## config.mk

```make
export PLATFORM = sky130hd
export DESIGN_NAME = intr_arb_flat
export DESIGN_NICKNAME = d
export VERILOG_FILES = /design/src/rtl/intr_arb_if.sv /design/src/rtl/intr_arb.sv /design/src/flat_wrapper.sv
export SDC_FILE = /design/constraint.sdc
export NUM_CORES = 1
export LEC_CHECK = 0
export ABC_AREA = 1
export CELL_PAD_IN_SITES_DETAIL_PLACEMENT = 0
export CELL_PAD_IN_SITES_GLOBAL_PLACEMENT = 2
export CORE_UTILIZATION = 24
export DETAILED_ROUTE_END_ITERATION = 12
export GPL_TIMING_DRIVEN = 0
export PLACE_DENSITY_LB_ADDON = 0.1
export SLEW_MARGIN = 5
export SYNTH_ARGS = -nofsm -noshare
export SYNTH_HDL_FRONTEND = slang
export SYNTH_SLANG_ARGS = --single-unit
```

## constraint.sdc

```tcl
create_clock -name CLOCK -period 2.3 [get_ports CLOCK]
set_input_delay 0.23 -clock CLOCK [delete_from_list [all_inputs] [get_ports CLOCK]]
set_output_delay 0.23 -clock CLOCK [all_outputs]
set_load 0.02 [all_outputs]
```

## src/rtl/intr_arb_if.sv

```systemverilog
// Unibus interrupt arbiter bus bundle: device request/vector/ack lines and
// the BR/BG/SACK/BBSY/INTR/SSYN handshake with the vector data bus.
// master = arbiter side, slave = devices plus CPU/bus pin side.
interface intr_arb_if #(
  parameter int NDEV = 4
);
  logic [NDEV-1:0]   intreq;
  logic [8*NDEV-1:0] intvec;
  logic [NDEV-1:0]   intack;
  logic              br_out_h;
  logic              bg_in_h;
  logic              bg_out_h;
  logic              sack_out_h;
  logic              bbsy_in_h;
  logic              bbsy_out_h;
  logic              intr_out_h;
  logic              ssyn_in_h;
  logic [15:0]       d_out_h;

  modport master (
    input  intreq, intvec, bg_in_h, bbsy_in_h, ssyn_in_h,
    output intack, br_out_h, bg_out_h, sack_out_h, bbsy_out_h,
           intr_out_h, d_out_h
  );

  modport slave (
    output intreq, intvec, bg_in_h, bbsy_in_h, ssyn_in_h,
    input  intack, br_out_h, bg_out_h, sack_out_h, bbsy_out_h,
           intr_out_h, d_out_h
  );
endinterface

```

## src/rtl/intr_arb.sv

```systemverilog
// Unibus interrupt arbiter/sequencer for a single BR level.
// Collects device requests, raises BR, takes the grant, runs the
// SACK/BBSY/INTR vector transfer and passes unwanted grants downstream.
// Optional macro INTR_ARB_ROUNDROBIN_EN: rotating priority starting after
// the last acknowledged winner; undefined gives fixed lowest-index priority.
module intr_arb #(
  parameter int NDEV    = 4,
  parameter int DESKEW  = 3,
  parameter int TIMEOUT = 1023
) (
  input  logic        CLOCK,
  input  logic        RESET,
  input  logic        init_in_h,
  intr_arb_if.master  bus,
  output logic [31:0] armrdata
);

  localparam int TW = $clog2(TIMEOUT + 1);

  localparam logic [3:0]    DESKEW_LD = 4'(DESKEW);
  localparam logic [TW-1:0] TO_LAST   = TW'(TIMEOUT - 1);

  localparam logic [3:0] S_IDLE    = 4'd0;
  localparam logic [3:0] S_REQ     = 4'd1;
  localparam logic [3:0] S_GRANTED = 4'd2;
  localparam logic [3:0] S_VECT    = 4'd3;
  localparam logic [3:0] S_WAITSS  = 4'd4;
  localparam logic [3:0] S_DONE    = 4'd5;

  logic [3:0]      state;
  logic            br;
  logic            sack;
  logic            bbsy;
  logic            intr;
  logic [NDEV-1:0] ack;
  logic [2:0]      winner;
  logic [7:0]      vec;
  logic [3:0]      dcnt;
  logic [TW-1:0]   tcnt;
  logic [7:0]      to_count;

  logic            any_req;
  logic [2:0]      sel_idx;
  logic [7:0]      sel_vec;
  logic [NDEV-1:0] winner_onehot;

  assign any_req = |bus.intreq;

`ifdef INTR_ARB_ROUNDROBIN_EN
  logic [2:0] rr_ptr;
  logic       hi_found;
  logic [2:0] hi_idx;
  logic [2:0] lo_idx;

  // Rotating search: first requester at or above the pointer, else wrap to the lowest.
  always_comb begin
    hi_found = 1'b0;
    hi_idx   = '0;
    lo_idx   = '0;
    for (int i = NDEV - 1; i >= 0; i--) begin
      if (bus.intreq[i]) begin
        lo_idx = 3'(i);
        if (3'(i) >= rr_ptr) begin
          hi_idx   = 3'(i);
          hi_found = 1'b1;
        end
      end
    end
    sel_idx = hi_found ? hi_idx : lo_idx;
  end

  // Pointer advances past the winner only when its vector was actually accepted.
  always_ff @(posedge CLOCK or negedge RESET) begin
    if (!RESET)
      rr_ptr <= '0;
    else if (!init_in_h && state == S_WAITSS && bus.ssyn_in_h)
      rr_ptr <= (winner == 3'(NDEV - 1)) ? 3'd0 : winner + 3'd1;
  end
`else
  // Fixed priority: lowest set request index wins.
  always_comb begin
    sel_idx = '0;
    for (int i = NDEV - 1; i >= 0; i--) begin
      if (bus.intreq[i])
        sel_idx = 3'(i);
    end
  end
`endif

  // Vector of the currently selected requester, captured at grant time.
  always_comb begin
    sel_vec = '0;
    for (int i = 0; i < NDEV; i++) begin
      if (sel_idx == 3'(i))
        sel_vec = bus.intvec[8*i +: 8];
    end
  end

  // One-hot acknowledge pattern for the latched winner.
  always_comb begin
    winner_onehot = '0;
    for (int i = 0; i < NDEV; i++)
      winner_onehot[i] = (winner == 3'(i));
  end

  // Main sequencer; INIT clears the transfer but keeps the timeout statistic.
  always_ff @(posedge CLOCK or negedge RESET) begin
    if (!RESET) begin
      state    <= S_IDLE;
      br       <= 1'b0;
      sack     <= 1'b0;
      bbsy     <= 1'b0;
      intr     <= 1'b0;
      ack      <= '0;
      winner   <= '0;
      vec      <= '0;
      dcnt     <= DESKEW_LD;
      tcnt     <= '0;
      to_count <= '0;
    end else if (init_in_h) begin
      state  <= S_IDLE;
      br     <= 1'b0;
      sack   <= 1'b0;
      bbsy   <= 1'b0;
      intr   <= 1'b0;
      ack    <= '0;
      winner <= '0;
      dcnt   <= DESKEW_LD;
      tcnt   <= '0;
    end else begin
      ack <= '0;
      case (state)
        S_IDLE: begin
          if (any_req) begin
            state <= S_REQ;
            br    <= 1'b1;
            dcnt  <= DESKEW_LD;
          end
        end
        S_REQ: begin
          if (!any_req) begin
            state <= S_IDLE;
            br    <= 1'b0;
            dcnt  <= DESKEW_LD;
          end else if (bus.bg_in_h) begin
            winner <= sel_idx;
            vec    <= sel_vec;
            sack   <= 1'b1;
            br     <= 1'b0;
            state  <= S_GRANTED;
            dcnt   <= DESKEW_LD;
          end
        end
        S_GRANTED: begin
          if (bus.bg_in_h || bus.bbsy_in_h) begin
            dcnt <= DESKEW_LD;
          end else if (dcnt <= 4'd1) begin
            bbsy  <= 1'b1;
            sack  <= 1'b0;
            state <= S_VECT;
            dcnt  <= DESKEW_LD;
          end else begin
            dcnt <= dcnt - 4'd1;
          end
        end
        S_VECT: begin
          if (dcnt <= 4'd1) begin
            intr  <= 1'b1;
            state <= S_WAITSS;
            tcnt  <= '0;
            dcnt  <= DESKEW_LD;
          end else begin
            dcnt <= dcnt - 4'd1;
          end
        end
        S_WAITSS: begin
          if (bus.ssyn_in_h) begin
            ack   <= winner_onehot;
            intr  <= 1'b0;
            bbsy  <= 1'b0;
            state <= S_DONE;
            dcnt  <= DESKEW_LD;
          end else if (tcnt == TO_LAST) begin
            intr  <= 1'b0;
            bbsy  <= 1'b0;
            state <= S_DONE;
            dcnt  <= DESKEW_LD;
            if (to_count != 8'hFF)
              to_count <= to_count + 8'd1;
          end else begin
            tcnt <= tcnt + TW'(1);
          end
        end
        S_DONE: begin
          if (bus.ssyn_in_h) begin
            dcnt <= DESKEW_LD;
          end else if (dcnt <= 4'd1) begin
            state <= S_IDLE;
            dcnt  <= DESKEW_LD;
          end else begin
            dcnt <= dcnt - 4'd1;
          end
        end
        default: begin
          state <= S_IDLE;
          br    <= 1'b0;
          sack  <= 1'b0;
          bbsy  <= 1'b0;
          intr  <= 1'b0;
          dcnt  <= DESKEW_LD;
        end
      endcase
    end
  end

  // Grant passes downstream only when we are not claiming it.
  assign bus.bg_out_h = bus.bg_in_h &&
                        ((state == S_IDLE) || (state == S_REQ && !any_req));

  assign bus.br_out_h   = br;
  assign bus.sack_out_h = sack;
  assign bus.bbsy_out_h = bbsy;
  assign bus.intr_out_h = intr;
  assign bus.intack     = ack;
  assign bus.d_out_h    = (state == S_VECT || state == S_WAITSS) ? {8'h00, vec} : 16'h0000;

  assign armrdata = {state, 4'b0000, 1'b0, winner, 4'b0000, to_count, 8'(bus.intreq)};

endmodule

```

## src/flat_wrapper.sv

```systemverilog
// flat-port wrapper written by rule: the top's interface ports become plain ports
module intr_arb_flat 
#(
  parameter int NDEV    = 4,
  parameter int DESKEW  = 3,
  parameter int TIMEOUT = 1023
)
  (CLOCK, RESET, init_in_h, armrdata, bus_intreq, bus_intvec, bus_bg_in_h, bus_bbsy_in_h, bus_ssyn_in_h, bus_intack, bus_br_out_h, bus_bg_out_h, bus_sack_out_h, bus_bbsy_out_h, bus_intr_out_h, bus_d_out_h);
  intr_arb_if #(.NDEV(NDEV)) bus_i ();
  input  logic CLOCK;
  input  logic RESET;
  input  logic init_in_h;
  output logic [31:0] armrdata;
  input wire logic [$bits(bus_i.intreq)-1:0] bus_intreq;
  input wire logic [$bits(bus_i.intvec)-1:0] bus_intvec;
  input wire logic [$bits(bus_i.bg_in_h)-1:0] bus_bg_in_h;
  input wire logic [$bits(bus_i.bbsy_in_h)-1:0] bus_bbsy_in_h;
  input wire logic [$bits(bus_i.ssyn_in_h)-1:0] bus_ssyn_in_h;
  output wire logic [$bits(bus_i.intack)-1:0] bus_intack;
  output wire logic [$bits(bus_i.br_out_h)-1:0] bus_br_out_h;
  output wire logic [$bits(bus_i.bg_out_h)-1:0] bus_bg_out_h;
  output wire logic [$bits(bus_i.sack_out_h)-1:0] bus_sack_out_h;
  output wire logic [$bits(bus_i.bbsy_out_h)-1:0] bus_bbsy_out_h;
  output wire logic [$bits(bus_i.intr_out_h)-1:0] bus_intr_out_h;
  output wire logic [$bits(bus_i.d_out_h)-1:0] bus_d_out_h;
  assign bus_i.intreq = bus_intreq;
  assign bus_i.intvec = bus_intvec;
  assign bus_i.bg_in_h = bus_bg_in_h;
  assign bus_i.bbsy_in_h = bus_bbsy_in_h;
  assign bus_i.ssyn_in_h = bus_ssyn_in_h;
  assign bus_intack = bus_i.intack;
  assign bus_br_out_h = bus_i.br_out_h;
  assign bus_bg_out_h = bus_i.bg_out_h;
  assign bus_sack_out_h = bus_i.sack_out_h;
  assign bus_bbsy_out_h = bus_i.bbsy_out_h;
  assign bus_intr_out_h = bus_i.intr_out_h;
  assign bus_d_out_h = bus_i.d_out_h;
  intr_arb #(.NDEV(NDEV), .DESKEW(DESKEW), .TIMEOUT(TIMEOUT)) u_core (.CLOCK(CLOCK), .RESET(RESET), .init_in_h(init_in_h), .bus(bus_i), .armrdata(armrdata));
endmodule
```

==> job_summary.md <==
### Yosys + OpenROAD results

| Metric | Value |
|---|---|
| Number of sinks handled by clock tree synthesis | 43 |
| Multi-input logic cell count | 335 |
| Endpoint required time on the critical path | 2.07 ns |
| Global Route met2 Usage | 24.7% |
| Standby leakage power | 2.13 nW |
| Hold violation total from the final report | 0 |
| Share of the core filled with cells in the final layout | 35.0% |
| Sequential standard cell area | 1080 sq um |
| WS Path Type | reg -> out |
| Most used standard cell by instance count after synthesis | sky130_fd_sc_hd__nand2_1 |
| Net count, final | 592 |
| PostCTS Resize Cnt | 12 |
| Final instance area | 4240 sq um |
| Number of sequential storage elements | 43 |
| Top delay family on crit path | buffers and inverters |
| MUX share of area | 0% |
| Hold buffer count at CTS | 1 |
| Total Power Consumption | 2.88 mW |
| Met1 Usage GRT | 19.1% |
| Origin of the worst setup path | u_core.state[0] |
| Vias per Instance | 4.19 |
| Flip-flops with a built-in enable | 0 |
| Met2 routed WL | 4.15 mm |
| Port Buffer Count | 75 |
| Count of cell instances traversed by the critical path | 7 |
| Std cell rows | 40 |
| CTS max path bufs | 2 |
| Buffer count excluding the clock tree in the final layout | 109 |
| Number of global-route vias before repair | 2985 |
| Final antenna diode count | 0 |
| Largest voltage drop on the vdd net | 0.000300 V |
| Register clock-pin slew on the reported worst setup and hold paths | 0.07 ns |
| Max reg flops | 10 |
| Combinational power share | 37.9% |
| Yosys adder share | 2.09% |
| Post-route ant nets | 0 |
| Sum of buffers and inverters on the critical path | 3 |
| Cell class ranked first by area | logic gates |
| Asr flop ratio synth | 100% |
| Net Switching | 1.07 mW |
| Reg power frac | 33.4% |
| Number of setup buffers added after CTS | 0 |
| Capture instance of the worst register-to-register path | u_core.tcnt[4] |
| Top non-seq family | simple AND/OR/NAND/NOR gates |
| RSZ-0062 raised after global routing | no |
| Core region area | 12100 sq um |
| Pins Over Slew Limit | 0 |
| Data buffer area share | 23.7% |
| I/O pin total | 99 |
| Synthesized cell area | 3000 sq um |
| Worst-path maximum fanout | 10 |
| Combined area of the multi-input logic cells | 1580 sq um |
| Compound-Gate Fraction of Synth Area | 6.51% |
| Leading cell types by total area after synthesis | sky130_fd_sc_hd__dfrtp_1 34%, sky130_fd_sc_hd__nand2_1 18%, sky130_fd_sc_hd__nand3_1 7.3% |
| Dominant logic cell type in the layout | sky130_fd_sc_hd__nand2_1 |
| Primary flip-flop cell chosen by synthesis mapping | sky130_fd_sc_hd__dfrtp_1 |
| Arrival time at the worst endpoint | 1.89 ns |
| Peak clock frequency supported by timing | 473 MHz |
| Cells traversed along the worst timing path | buf_4 > nor2_1 > nand2_1 > inv_4 > nor2_4 > nor2_1 > dlygate4sd2_1 |
| Most Crowded Layer GR | met2 |
| Post-synthesis area per instance | 6.83 sq um |
| CTS buffer count | 5 |
| Number of DRC violations after detailed routing | 0 |
| Type of the worst min-delay path | in -> async |
| Slowest stage cell, crit path | sky130_fd_sc_hd__dfrtp_1 |
| Share of the synthesized netlist area taken by xor and xnor gates | 2.05% |
| Max layer used | met4 |
| Power group with the highest consumption | combinational logic |
| Number of DRC markers after the initial detailed-route iteration | 159 |
| Number of standard cells after synthesis | 439 |
| Congestion Overflow GR | 0 |
| Cell types with the highest counts after synthesis | 147 x sky130_fd_sc_hd__nand2_1, 48 x sky130_fd_sc_hd__inv_1, 44 x sky130_fd_sc_hd__nand3_1 |
| Cell area after placement | 4060 sq um |
| Max-cap violations | 0 |
| Power drawn by the combinational cells | 1.09 mW |
| Number of cells traversed by the worst register-to-register path | 12 |
| Post-placement setup slack | -0.157 ns |
| Global-route total usage across every layer | 14.8% |
| WL met1 | 4.15 mm |
| Die width | 114 um |
| Final tally of setup violations | 0 |
| Number of cells in the design after placement | 705 |
| Final worst-path cycle share | 92.0% |
| Starting utilization of the core area | 24.8% |
| TritonRoute pass-1 iters | 4 |
| Commonest cells after routing, fill and taps aside | 147 x sky130_fd_sc_hd__nand2_1, 65 x sky130_fd_sc_hd__clkdlybuf4s50_1, 47 x sky130_fd_sc_hd__inv_1, 44 x sky130_fd_sc_hd__nand3_1 |
| Number of antenna violations at the first check in global routing | 0 |
| Area growth from synthesis to layout | 41.4% |
| Chip area | 12900 sq um |
| Root buffer cell | sky130_fd_sc_hd__clkbuf_16 |
| Filler-free cell count of the finished design | 714 |
| Clk power | 0.827 mW |
| Met3 WL | 465 um |
| Switching Fraction | 37.3% |
| Most prevalent standard cell on the critical path | sky130_fd_sc_hd__nor2_1 |
| Estimated wirelength of the detail-placed design | 6.94 mm |
| Smallest setup slack after layout | 0.185 ns |
| Clock network latency to the later pin of the worst-skew pair | 0.29 ns |
| Comb area share | 37.4% |
| Post-layout minimum cycle time | 2.12 ns |
| Number of cells in Yosys stat | 439 |
| Tool warnings | 28 |
| Top Registers | u_core.tcnt: 10 flops, u_core.to_count: 8 flops, u_core.vec: 8 flops |
| Yosys warning tally | 0 |
| Fin Clk Skew | 0.00434 ns |
| Power Dens Cells | 679 nW/um^2 |
| Die extent in y | 114 um |
| Outcome | complete, no violations |
| CTS tree | built |
| Simple-gate share of the synthesized area | 39.1% |
| Count of unique library cells instantiated by Yosys | 34 |
| Clock network fraction of total power | 28.7% |
| # clk buffers | 5 |
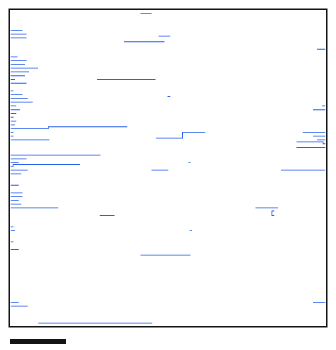
Run 1: signal wires on met3
Bar = 20 um.
main direction: horizontal
share of all routed wire: 5.2%
met3 demand-to-capacity share in global routing: 3.24%
count of vias placed by the detailed router: 2995
sum of routed wire length over all layers: 8.89 mm

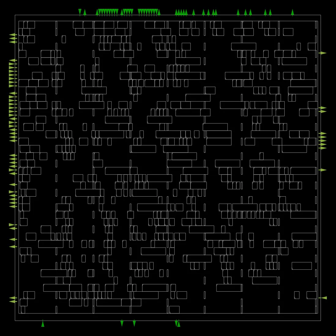
Run 1: cell placement
fraction of area in registers: 25.4%
number of fill cells in the layout: 1325

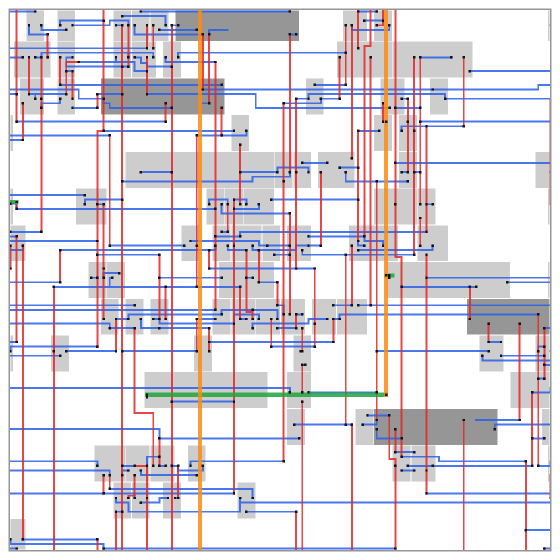
Run 1: layout detail
Region (37, 14) to (77, 54) um. Cells in gray, sequential cells in the stronger gray; small squares are vias.
| layer | color |
|---|---|
| metal 3 | green |
| metal 1 | blue |
| metal 4 | orange |
| metal 2 | red |
cells with their middle in the window: 79
netlist names of flops here include: `u_core.state` (2), `u_core.tcnt` (2)
most frequent: nand2_1 (25), nor2_1 (10), nand3_1 (9)
sequential cells in the window: 4

No activity file was given, so power comes from the tool's default toggle rates.
